[config.mk]
export PLATFORM = sky130hd
export DESIGN_NAME = freq_meter_flat
export DESIGN_NICKNAME = d
export VERILOG_FILES = /design/src/rtl/freq_meter_if.sv /design/src/rtl/freq_meter.sv /design/src/flat_wrapper.sv
export SDC_FILE = /design/constraint.sdc
export NUM_CORES = 1
export LEC_CHECK = 0
export CORE_MARGIN = 2
export CORE_UTILIZATION = 31
export CTS_BUF_LIST = sky130_fd_sc_hd__clkbuf_16
export CTS_CLUSTER_SIZE = 28
export DETAILED_ROUTE_END_ITERATION = 8
export PLACE_DENSITY_LB_ADDON = 0.3
export SYNTH_ARGS = -nofsm -noshare
export SYNTH_HDL_FRONTEND = slang
export SYNTH_SLANG_ARGS = --single-unit
[constraint.sdc]
create_clock -name clk -period 2.93 [get_ports clk]
set_clock_uncertainty 0.1 [all_clocks]
set_input_delay 0.7325 -clock clk [delete_from_list [all_inputs] [get_ports clk]]
set_output_delay 0.7325 -clock clk [all_outputs]
set_load 0.01 [all_outputs]
[src/rtl/freq_meter_if.sv]
// Handshake bundle for freq_meter: measurement control/input and published result.
interface freq_meter_if #(
  parameter int unsigned WIDTH = 27
);
  logic             enable;
  logic             sig_in;
  logic [WIDTH-1:0] freq;
  logic             valid;
  logic             overflow;
  logic             busy;

  modport master (
    output enable, sig_in,
    input  freq, valid, overflow, busy
  );

  modport slave (
    input  enable, sig_in,
    output freq, valid, overflow, busy
  );
endinterface

[src/rtl/freq_meter.sv]
// Counts rising edges of an asynchronous signal over a fixed gate window of clk cycles
// and publishes the (saturating) count with a one-cycle valid strobe.
module freq_meter #(
  parameter int unsigned GATE_CYCLES = 100_000_000,
  parameter int unsigned WIDTH       = 27,
  parameter int unsigned SYNC_STAGES = 2
) (
  input logic         clk,
  input logic         reset,
  freq_meter_if.slave bus
);

  localparam int unsigned GW = (GATE_CYCLES > 1) ? $clog2(GATE_CYCLES) : 1;
  localparam logic [GW-1:0]    GATE_LAST = GW'(GATE_CYCLES - 1);
  localparam logic [WIDTH-1:0] CNT_MAX   = '1;

  typedef enum logic {
    IDLE = 1'b0,
    GATE = 1'b1
  } state_e;

  state_e                 state_q, state_d;
  logic [SYNC_STAGES-1:0] sync_q;
  logic                   prev_q;
  logic [GW-1:0]          gate_q, gate_d;
  logic [WIDTH-1:0]       cnt_q, cnt_d;
  logic                   sat_q, sat_d;
  logic [WIDTH-1:0]       freq_q, freq_d;
  logic                   ovf_q, ovf_d;
  logic                   valid_q, valid_d;
  logic                   busy_q, busy_d;

  logic                   sig_edge;
  logic [WIDTH-1:0]       cnt_inc;
  logic                   sat_inc;

  // Synchronizer and edge detector run in every state so the first gate cycle sees edges.
  assign sig_edge = sync_q[SYNC_STAGES-1] & ~prev_q;

  always_ff @(posedge clk) begin
    if (reset) begin
      state_q <= IDLE;
      sync_q  <= '0;
      prev_q  <= 1'b0;
      gate_q  <= '0;
      cnt_q   <= '0;
      sat_q   <= 1'b0;
      freq_q  <= '0;
      ovf_q   <= 1'b0;
      valid_q <= 1'b0;
      busy_q  <= 1'b0;
    end else begin
      state_q <= state_d;
      sync_q  <= {sync_q[SYNC_STAGES-2:0], bus.sig_in};
      prev_q  <= sync_q[SYNC_STAGES-1];
      gate_q  <= gate_d;
      cnt_q   <= cnt_d;
      sat_q   <= sat_d;
      freq_q  <= freq_d;
      ovf_q   <= ovf_d;
      valid_q <= valid_d;
      busy_q  <= busy_d;
    end
  end

  // Next-state and window bookkeeping; the terminal cycle's own edge is folded into the result.
  always_comb begin
    state_d = state_q;
    gate_d  = gate_q;
    cnt_d   = cnt_q;
    sat_d   = sat_q;
    freq_d  = freq_q;
    ovf_d   = ovf_q;
    valid_d = 1'b0;
    cnt_inc = cnt_q;
    sat_inc = 1'b0;

    if (sig_edge) begin
      if (cnt_q == CNT_MAX) begin
        sat_inc = 1'b1;
      end else begin
        cnt_inc = cnt_q + WIDTH'(1);
      end
    end

    case (state_q)
      IDLE: begin
        gate_d = '0;
        cnt_d  = '0;
        sat_d  = 1'b0;
        if (bus.enable) begin
          state_d = GATE;
        end
      end
      GATE: begin
        if (gate_q == GATE_LAST) begin
          freq_d  = cnt_inc;
          ovf_d   = sat_q | sat_inc;
          valid_d = 1'b1;
          gate_d  = '0;
          cnt_d   = '0;
          sat_d   = 1'b0;
          state_d = bus.enable ? GATE : IDLE;
        end else if (!bus.enable) begin
          gate_d  = '0;
          cnt_d   = '0;
          sat_d   = 1'b0;
          state_d = IDLE;
        end else begin
          gate_d = gate_q + GW'(1);
          cnt_d  = cnt_inc;
          sat_d  = sat_q | sat_inc;
        end
      end
    endcase

    busy_d = (state_d == GATE);
  end

  assign bus.freq     = freq_q;
  assign bus.overflow = ovf_q;
  assign bus.valid    = valid_q;
  assign bus.busy     = busy_q;

endmodule
[src/flat_wrapper.sv]
// flat-port wrapper written by rule: the top's interface ports become plain ports
module freq_meter_flat 
#(
  parameter int unsigned GATE_CYCLES = 100_000_000,
  parameter int unsigned WIDTH       = 27,
  parameter int unsigned SYNC_STAGES = 2
)
  (clk, reset, bus_enable, bus_sig_in, bus_freq, bus_valid, bus_overflow, bus_busy);
  freq_meter_if #(.WIDTH(WIDTH)) bus_i ();
  input logic clk;
  input logic reset;
  input wire logic [$bits(bus_i.enable)-1:0] bus_enable;
  input wire logic [$bits(bus_i.sig_in)-1:0] bus_sig_in;
  output wire logic [$bits(bus_i.freq)-1:0] bus_freq;
  output wire logic [$bits(bus_i.valid)-1:0] bus_valid;
  output wire logic [$bits(bus_i.overflow)-1:0] bus_overflow;
  output wire logic [$bits(bus_i.busy)-1:0] bus_busy;
  assign bus_i.enable = bus_enable;
  assign bus_i.sig_in = bus_sig_in;
  assign bus_freq = bus_i.freq;
  assign bus_valid = bus_i.valid;
  assign bus_overflow = bus_i.overflow;
  assign bus_busy = bus_i.busy;
  freq_meter #(.GATE_CYCLES(GATE_CYCLES), .WIDTH(WIDTH), .SYNC_STAGES(SYNC_STAGES)) u_core (.clk(clk), .reset(reset), .bus(bus_i));
endmodule
==> notes.md <==
Implementation numbers.

- The via count of the first global-routing pass came to around 2800.
- The library cells used most frequently in the layout, excluding fill and tap cells, are sky130_fd_sc_hd__nor2_1, sky130_fd_sc_hd__dfxtp_1, sky130_fd_sc_hd__clkdlybuf4s50_1.
- The number of cell instances on the worst register-to-register path is 6.
- The termination of the worst setup path is u_core.bus.freq[16].
- The prevailing logic family in the synthesized netlist is simple AND/OR/NAND/NOR gates.
- Summed over all nets, the half-perimeter wirelength after detailed placement is ~5.3 mm.
- The largest cell class by area is sequential cells.
- Adding up every negative setup slack in the final design gives 0 ns.
- The number of ordinary inverters in the final layout is 7.
- Hold is met by ~0.33 ns.
- From bottom edge to top edge, the die measures ~110 um.
- The category of the critical setup timing path is reg -> reg.
- For met2 alone, demand over resource in global routing was 20.85%.
- The synth_stat.txt file lists the number of cells as a little under 400.
- The number of max-slew violations in the final report is 0.
- The number of maximum-capacitance constraint violations is 0.
- The synthesis report lists the Yosys warning total as 0.
- For reference, simple AND, OR, NAND and NOR cells occupy between 20% and 30% of the area reported after synthesis.
- The number of nets produced by synthesis is roughly 400.
- The shortest clock period the worst path allows after layout is ~2.3 ns.
- For this run, the number of standard cells in the final layout without fillers is between 500 and 600.
- Setup violations remaining at the end of the flow were counted as 0.
- The combinational gate count is 282.
- The run finished with clean final reports.
- The number of tap cells inserted is 143.
- The power in the clock group is ~1.2 mW.
- The launch point of the worst register-to-register path is recorded as u_core.cnt_q[9].
- The global route total overflow is 0.
- The signed area change from the synthesized netlist to the final layout is 23.01%.
- The logic gate fraction of the total cell area is around 40%.
- At the placement stage, the worst setup path has a slack of roughly 0.68 ns.
- The non-clock buffer share of cell area is approximately 8.9%.
- The mean routed wirelength per cell is between 10 and 15 um.
- The met3 routed wirelength is around 270 um.
- The power per cell area is roughly 550 mW/mm2.
- TritonCTS built the clock tree.
- The area fraction in full adders, half adders and majority gates is less than 1%.
- Of all nets on the critical path, the largest fanout is 6.
- The post-synthesis cell type with the largest instance count is sky130_fd_sc_hd__nor2_1.
- STA classifies the critical path endpoint as a flop.
- Per the post-run analysis, buffers plus inverters along the critical path come to 0.
- For flop-to-flop paths, the worst setup slack is 0.65 ns.
- The register bit total from synthesis is a little under 90.
- According to the floorplan report, the total die area is 0.01244 mm2.
- The post-route worst setup slack is around 0.65 ns.
- The total non-filler cell area in the finished layout is 0.004408 mm2.
- The path category of the worst min-delay check is reg -> reg.
- The CTS buffer count is 9.
- The number of filler instances in the final layout is 1154.
- The logic depth of the worst path, buffers included is 6.
- In this run the worst setup path begins at u_core.cnt_q[9].
- In this run, power in combinational logic comes to between 0.03 and 0.04 mW.
- The cell class contributing the biggest share of worst-path delay is simple AND/OR/NAND/NOR gates.
- The fraction of final cell area spent on clock buffers and inverters in this run is 7.323%.
- Per the synthesis report, the AND-OR/OR-AND share of the synthesized area is under 10%.
- By instance count after routing, the leading logic cell type is sky130_fd_sc_hd__nor2_1.
- Global routing used between 10 and 15% of the available tracks.
- Among all stages on the critical path, the maximum delay recorded is 0.58 ns.
- In this run, the combinational gates consume around 1.2% of the power.
- The internal power of the cells totals 1.957 mW.
- The highest layer touched by signal routing is met4.
- The number of placed I/O pins is 34.
- In this run the critical path is formed by nand4_2 > or4_4 > a311oi_2 > nand3_1 > xor2_1 > a211oi_2.
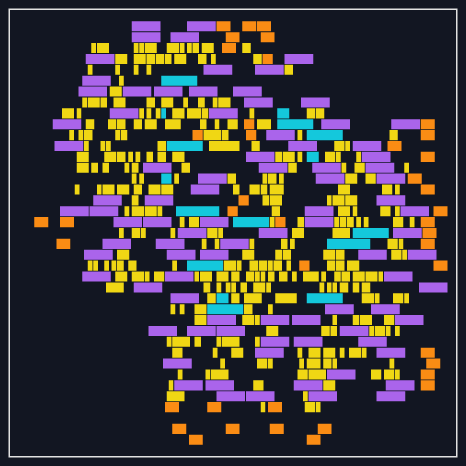
*Cell classes on the final placement*
(4 px per um)
- yellow: combinational and other logic (cells 289)
- cyan: clock drivers and dummy loads (cells 16)
- orange: remaining buffers and delay cells (cells 41)
- purple: sequential cells (cells 88)

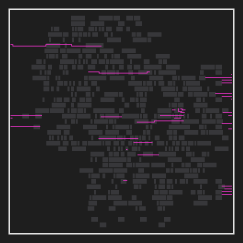
*Signal wires on met3*
(2 px per um)
- main direction: horizontal
- share of all routed wire: 3.7%
- nets with wire on the layer: 28
- longest straight run: 23.9 um

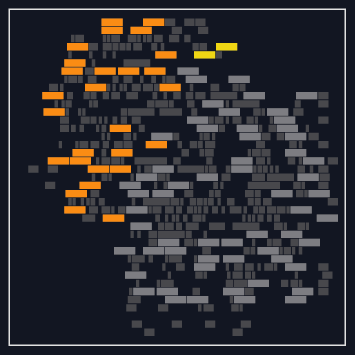
*Sequential cells grouped by signal name*
(3 px per um) Other sequential cells in the stronger gray, the rest of the logic in the fainter gray.
- orange: `u_core.gate_q` (placed flops 27)
- yellow: `u_core.sync_q` (placed flops 2)
- not colored: 59
end-of-flow core utilization: 38.77%
total sequential power: 1.20 mW
share of the final layout cell area in sequential cells: 39.97%

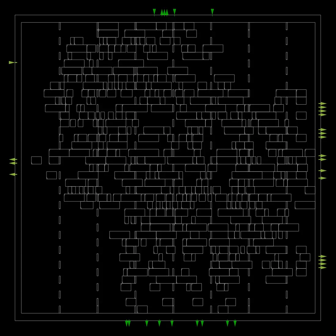
*Cell placement*
number of standard-cell rows in the floorplan: 39
area of the core: 0.01137 mm2
flop count: 88

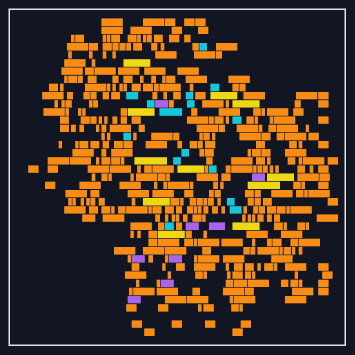
*Sizing map*
(3 px per um)
- orange: _0 and _1 cells (cells 400; share 92%; most used nor2_1)
- yellow: _6 and larger (cells 11; share 2.5%; most used clkbuf_16)
- cyan: _3 and _4 cells (cells 15; share 3.5%; most used buf_4)
- purple: _2 cells (cells 8; share 1.8%; most used a211oi_2)

Power figures rest on the tool's default switching activity, not on a simulated workload.
